===== src/rtl/cond_flag_unit.sv =====
// cond_flag_unit: NZCV flag register, condition-field evaluation and strobe predication for the
// single-cycle core. Condition checks use the registered flags only, so an instruction never
// sees the flags it writes itself.
// Optional feature macro: COND_PERF_EN adds saturating execute/squash performance counters
// (exec_cnt, squash_cnt). Without it, cnt_clr is accepted but ignored.
module cond_flag_unit #(
    parameter int unsigned CNT_W = 16
) (
    input  logic             clk,
    input  logic             reset,
    input  logic             instr_valid,
    input  logic [3:0]       cond,
    input  logic [3:0]       alu_flags,
    input  logic [1:0]       flag_w,
    input  logic             pcs_in,
    input  logic             reg_w_in,
    input  logic             mem_w_in,
    input  logic             cnt_clr,
    output logic             pcsrc,
    output logic             reg_write,
    output logic             mem_write,
    output logic             cond_ex,
    output logic [3:0]       flags
`ifdef COND_PERF_EN
    ,
    output logic [CNT_W-1:0] exec_cnt,
    output logic [CNT_W-1:0] squash_cnt
`endif
);

    logic [3:0] flags_q, flags_d;
    logic       cond_pass;
    logic       flag_n, flag_z, flag_c, flag_v;

    assign flag_n = flags_q[3];
    assign flag_z = flags_q[2];
    assign flag_c = flags_q[1];
    assign flag_v = flags_q[0];

    // Decode the condition field against the stored flags.
    always_comb begin
        cond_pass = 1'b1;
        unique case (cond)
            4'b0000: cond_pass = flag_z;
            4'b0001: cond_pass = !flag_z;
            4'b0010: cond_pass = flag_c;
            4'b0011: cond_pass = !flag_c;
            4'b0100: cond_pass = flag_n;
            4'b0101: cond_pass = !flag_n;
            4'b0110: cond_pass = flag_v;
            4'b0111: cond_pass = !flag_v;
            4'b1000: cond_pass = flag_c && !flag_z;
            4'b1001: cond_pass = !flag_c || flag_z;
            4'b1010: cond_pass = (flag_n == flag_v);
            4'b1011: cond_pass = (flag_n != flag_v);
            4'b1100: cond_pass = !flag_z && (flag_n == flag_v);
            4'b1101: cond_pass = flag_z || (flag_n != flag_v);
            default: cond_pass = 1'b1;  // AL (1110 and 1111)
        endcase
    end

    // Predicated strobes: zero latency, still live while reset is high.
    always_comb begin
        cond_ex   = instr_valid && cond_pass;
        pcsrc     = pcs_in && cond_ex;
        reg_write = reg_w_in && cond_ex;
        mem_write = mem_w_in && cond_ex;
    end

    // Next flags: each half loads independently, and only for an executed instruction.
    always_comb begin
        flags_d = flags_q;
        if (cond_ex && flag_w[1]) begin
            flags_d[3:2] = alu_flags[3:2];
        end
        if (cond_ex && flag_w[0]) begin
            flags_d[1:0] = alu_flags[1:0];
        end
    end

    // Flag register; reset discards any update pending in the same cycle.
    always_ff @(posedge clk) begin
        if (reset) begin
            flags_q <= 4'b0000;
        end else begin
            flags_q <= flags_d;
        end
    end

    assign flags = flags_q;

`ifdef COND_PERF_EN
    logic [CNT_W-1:0] exec_q, exec_d;
    logic [CNT_W-1:0] squash_q, squash_d;
    logic [CNT_W-1:0] cnt_one;

    assign cnt_one = {{(CNT_W-1){1'b0}}, 1'b1};

    // Saturating counters; clear takes priority over a same-cycle increment.
    always_comb begin
        exec_d   = exec_q;
        squash_d = squash_q;
        if (cnt_clr) begin
            exec_d   = '0;
            squash_d = '0;
        end else begin
            if (cond_ex && (exec_q != {CNT_W{1'b1}})) begin
                exec_d = exec_q + cnt_one;
            end
            if (instr_valid && !cond_pass && (squash_q != {CNT_W{1'b1}})) begin
                squash_d = squash_q + cnt_one;
            end
        end
    end

    // Counter registers.
    always_ff @(posedge clk) begin
        if (reset) begin
            exec_q   <= '0;
            squash_q <= '0;
        end else begin
            exec_q   <= exec_d;
            squash_q <= squash_d;
        end
    end

    assign exec_cnt   = exec_q;
    assign squash_cnt = squash_q;
`else
    // Counters absent: cnt_clr and the width parameter are intentionally left unused.
    logic unused_cfg;
    assign unused_cfg = cnt_clr ^ (CNT_W == 0);
`endif

endmodule

===== config.mk =====
export PLATFORM = sky130hd
export DESIGN_NAME = cond_flag_unit
export DESIGN_NICKNAME = d
export VERILOG_FILES = /design/src/rtl/cond_flag_unit.sv
export SDC_FILE = /design/constraint.sdc
export NUM_CORES = 1
export LEC_CHECK = 0
export ABC_CLOCK_PERIOD_IN_PS = 3300
export CELL_PAD_IN_SITES_DETAIL_PLACEMENT = 2
export CELL_PAD_IN_SITES_GLOBAL_PLACEMENT = 2
export CORE_AREA = 5 5 42 44
export DETAILED_ROUTE_END_ITERATION = 8
export DIE_AREA = 0 0 47 49
export DONT_BUFFER_PORTS = 1
export GPL_TIMING_DRIVEN = 0
export PLACE_DENSITY_LB_ADDON = 0.08
export SLEW_MARGIN = 5
export SYNTH_ARGS = -nofsm -noshare
export SYNTH_HDL_FRONTEND = slang
export SYNTH_SLANG_ARGS = --single-unit

===== constraint.sdc =====
create_clock -name clk -period 3.3 [get_ports clk]
set_input_delay 0.33 -clock clk [delete_from_list [all_inputs] [get_ports clk]]
set_output_delay 0.33 -clock clk [all_outputs]
set_load 0.05 [all_outputs]

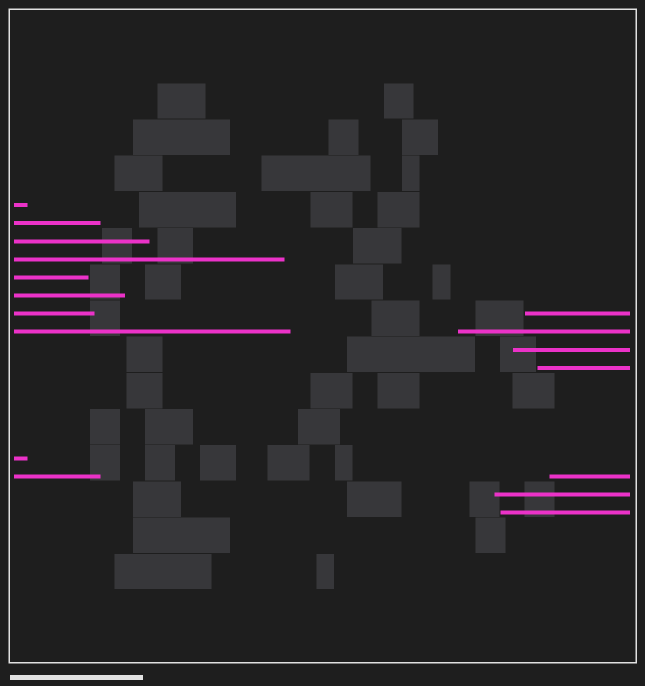
(run_1/m3.png)
Scale bar: 10 um. Cells faint in the background.
The layer carries 144 um of wire. 17 nets have wire on it.

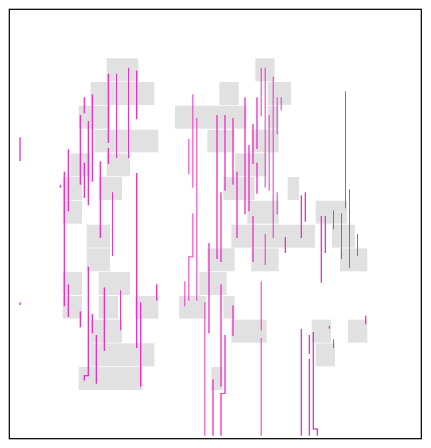
(run_1/m2.png)
Cells faint in the background.
57 nets have wire on it. The wires run mostly vertical. The longest straight run is 20.7 um. The layer holds 54% of the routed length.

==> run summary, run 1 <==
Notes on the flow run.

- The post-detailed-routing wire length is 985 um, for reference.
- The launch point of the worst hold path is alu_flags[1], for reference.
- The number of maximum-capacitance violations recorded for the run is 0.
- The launch point of the worst register-to-register path is recorded as flags[3]$_SDFFE_PP0P_.
- The power report attributes to the sequential group a share of 37.5%.
- The run finished with clean final reports.
- Summing all placed instances gives a cell area of 415 um2.
- A synthesized cell averages 9.64 um2.
- Data on the critical path arrives at its endpoint at 2.70 ns.
- The path class of the tightest hold or removal check is in2reg.
- In the hold timing report, the worst path depth is 2.
- The worst clock skew is 0.000200 ns, for reference.
- The worst register-to-register path ends at flags[3]$_SDFFE_PP0P_.
- The power share of the clock group is 34.9%, for reference.
- The capture endpoint of the worst hold path is flags[1]$_SDFFE_PP0P_, for reference.
- The first global-routing pass estimated 1700 um of wire.
- The post-CTS setup buffer count is 0, for reference.
- For this run, the share of the core covered by cells in the final layout is 31.3%.
- After technology mapping, the gate count stands at 41.
- The number of diodes is 0, for reference.
- Yosys reports that the leading cell type by area covers 20.3% of the netlist area.
- The peak fanout along the critical path is 5, for reference.
- The post-route setup TNS is 0 ns, for reference.
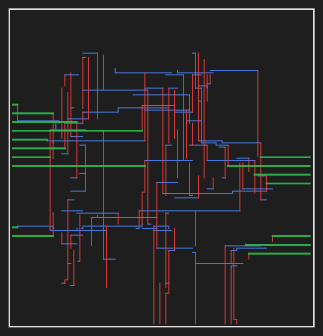
(run_1/layers.png)
Key: M2 = red [wire length 534 um]; M1 = blue [wire length 308 um]; M3 = green [wire length 144 um]

## run 1: layout make-up
cell class | count | area [um2] | share of cell area, %
multi-input cells | 37 | 315 | 72.0
clock buffers | 3 | 22.5 | 5.14
well taps | 16 | 20.0 | 4.57
flip-flops and latches | 4 | 80.1 | 18.3
## run 1: cell families after synthesis
logic type,count (synthesis)
AOI/OAI and AO/OA,6
DFF,4
and+or+nand+nor,20
xor gates and xnor gates,4
muxes,7
## run 1: metal layers
metal  GRT usage, %  routed length, um  vias to the layer above
met3           3.69                143                        0
met5              0                  0                        -
met1           9.65                307                      153
met4           4.15                  0                        0
met2           17.9                534                       18
li1               -                  -                      150
## run 1: worst max-delay path, stage by stage, from the launching register on
cell	delay (ns)
sky130_fd_sc_hd__dfxtp_1	0.70
sky130_fd_sc_hd__and3b_1	0.25
sky130_fd_sc_hd__a22oi_1	0.19
sky130_fd_sc_hd__mux2i_1	0.20
sky130_fd_sc_hd__a21boi_2	0.59
sky130_fd_sc_hd__and2_1	0.54
## run 1: synthesized netlist by cell type
library cell / instances
sky130_fd_sc_hd__and2_1: 3
sky130_fd_sc_hd__nand2_1: 3
sky130_fd_sc_hd__a22oi_1: 1
sky130_fd_sc_hd__xnor2_1: 3
sky130_fd_sc_hd__a21boi_2: 1
sky130_fd_sc_hd__or2b_1: 2
sky130_fd_sc_hd__nand2b_1: 6
sky130_fd_sc_hd__xnor3_1: 1
sky130_fd_sc_hd__nor3b_1: 1
sky130_fd_sc_hd__nor2_1: 1
sky130_fd_sc_hd__nor2b_1: 2
sky130_fd_sc_hd__a221oi_4: 1
sky130_fd_sc_hd__and3b_1: 2
sky130_fd_sc_hd__mux2i_1: 7
sky130_fd_sc_hd__a21oi_2: 2
sky130_fd_sc_hd__o211a_1: 1
sky130_fd_sc_hd__dfxtp_1: 4
==> inputs of run 2 (changes only) <==
Settings changed: CORE_AREA 5 5 42 44 to unset, CORE_MARGIN set to 5, CORE_UTILIZATION set to 20, DIE_AREA 0 0 47 49 to unset, DONT_BUFFER_PORTS 1 to unset, HOLD_SLACK_MARGIN set to 0.1.
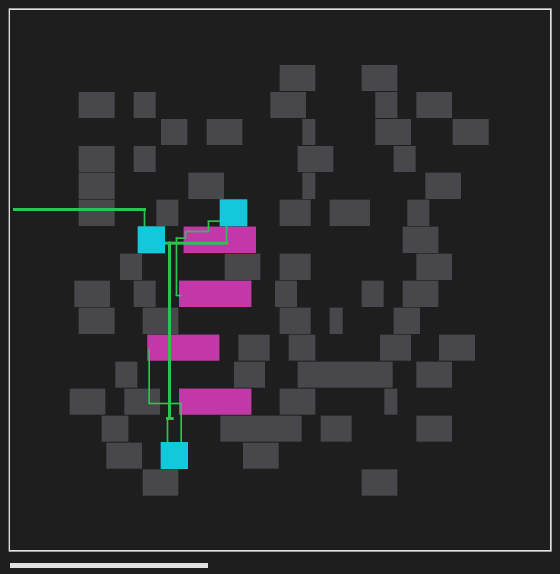
(run_2/clock_wires.png)
Scale bar: 20 um.
Key: clock-net drivers = cyan [count 3]; clock wires = green [length 73.3 um]; flip-flops = magenta [count 4]
There are 4 routed clock nets.

==> run summary, run 2 <==
Notes on the flow run.

- The run finished with clean final reports.
- The gate count of the mapped netlist is 41 (unchanged), for reference.
- The initial antenna violation count is 0, for reference.
- The minimum setup slack after placement is 0.244 ns, for reference.
- The most numerous cell in the Yosys netlist is sky130_fd_sc_hd__mux2i_1, for reference.
- The critical path data required time is 2.97 ns, for reference.
- The met2 wirelength from detailed routing came to 539 um (+0.94%).
- For reference, the critical path cell chain is clkdlybuf4s50_1 > and3b_1 > a22oi_1 > mux2i_1 > a21boi_2 > and2_1 > clkdlybuf4s50_1.
- The wire length of the first global-routing pass is 1840 um (+8.1%), for reference.
- In this design, the critical path's most frequently occurring cell is sky130_fd_sc_hd__clkdlybuf4s50_1.
- The amount of wire on met3 after detailed routing came to 88 um (-38%).
- The net count after synthesis is 58, for reference.
- The share of Yosys cell area claimed by the top area cell type is 20.3% (unchanged).
- The peak fanout along the critical path is 7 (+2), for reference.
- The number of diodes came to 0 (unchanged).
- The post-CTS setup buffer count was 0 (unchanged).
- The post-detailed-routing wire length was 1130 um (+15%).
- The post-route setup TNS was 0 ns (unchanged).
- The capture endpoint of the worst hold path is flags[1]$_SDFFE_PP0P_, for reference.
- The cell depth of the worst hold path is 2 (unchanged), for reference.
- The area occupied by multi-input gates is 315 um2 (unchanged), for reference.
- The reg-to-reg startpoint is flags[3]$_SDFFE_PP0P_, for reference.
- The total placed instance area is 659 um2 (+59%), for reference.
- The library cell contributing the largest single delay on the critical path is sky130_fd_sc_hd__clkdlybuf4s50_1, for reference.
- The worst clock skew is 0.00192 ns (+0.00172 ns), for reference.
- Checking hold timing, the worst path is listed with class reg2reg.
- The launch point of the worst hold path is flags[1]$_SDFFE_PP0P_, for reference.
- The worst path buffer plus inverter count is 2 (+2).
- The count of maximum capacitance violations is 0 (unchanged), for reference.
- The most common flop cell mapped by yosys is sky130_fd_sc_hd__dfxtp_1, for reference.
- Clock tree synthesis inserted a total of 3 buffers.
- The fraction of registers with async set/reset is 0% (unchanged), for reference.
- The uppermost metal layer occupied by signal nets is met4, for reference.
- Sorting the synthesized cells by how often they occur yields 7 x sky130_fd_sc_hd__mux2i_1, 6 x sky130_fd_sc_hd__nand2b_1, 4 x sky130_fd_sc_hd__dfxtp_1.
- The arrival time at the worst endpoint came to 2.70 ns (about the same).
- The post-synth tally of flip-flops with integrated enable is 0 (unchanged), for reference.
- The buffer type at the clock tree root is sky130_fd_sc_hd__clkbuf_4, for reference.
- The total routed wire length on the met1 layer came to 484 um (+58%).
- The endpoint of the lowest-slack register-to-register path is flags[1]$_SDFFE_PP0P_, for reference.
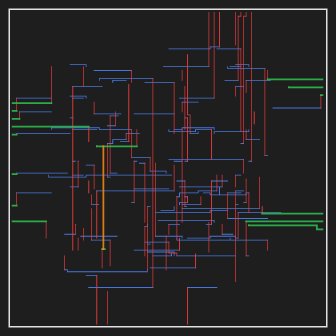
(run_2/layers.png)
Key: M2 = red [wire length 540 um]; M3 = green [wire length 88.8 um]; M4 = orange [wire length 17.7 um]; M1 = blue [wire length 485 um]

## run 2: cell counts after synthesis
Identical to the previous run, type by type.
## run 2: stage by stage
step / std cells / utilization (%)
2_1_floorplan: 41 / -
3_3_place_gp: 91 / 34.3
3_5_place_dp: 91 / 34.3
6_report: 94 / 35.5
4_1_cts: 94 / 35.5
5_1_grt: 94 / 35.5
## run 2: report_power, final
group	total (mW)	internal, mW	switching, mW
clock	0.0603	0.0407	0.0196
sequential	0.0535	0.0508	0.00277
combinational	0.0838	0.0422	0.0416
total	0.198	0.134	0.0640
## run 2: final cells by class
class | instances | share of cell area (%)
clock buffers | 3 | 3.30
multi-input cells | 37 | 46.2
flip-flops and latches | 4 | 11.7
well taps | 27 | 4.95
repair buffers | 23 | 33.8
## run 2: how the worst max path moves through the flow
| stage | cells past startpoint | endpoint |
|---|---|---|
| after floorplan | 5 | mem_write |
| after global routing | 7 | pcsrc |
| after detailed placement | 7 | pcsrc |
| after CTS | 7 | pcsrc |
| final | 7 | mem_write |
| after global placement | 7 | reg_write |
## run 2: kinds of logic after synthesis
family           after synthesis  share of synthesized area [%]
AND-OR/OR-AND                  6                           18.4
XOR/XNOR                       4                           12.3
flip-flops                     4                           20.3
multiplexers                   7                           17.7
AND/OR/NAND/NOR               20                           31.3
## run 2: worst min-delay path: stages (launching register included)
cell,delay (ns)
sky130_fd_sc_hd__dfxtp_1,0.32
sky130_fd_sc_hd__nand2b_1,0.07
sky130_fd_sc_hd__mux2i_1,0.06
## run 2: routing by layer
metal  up-vias  global-route usage (%)
met1       184                    10.2
met5         -                       0
met3         2                    2.45
li1        196                       -
met2        17                    14.5
met4         0                    3.73
Power figures rest on the tool's default switching activity, not on a simulated workload.
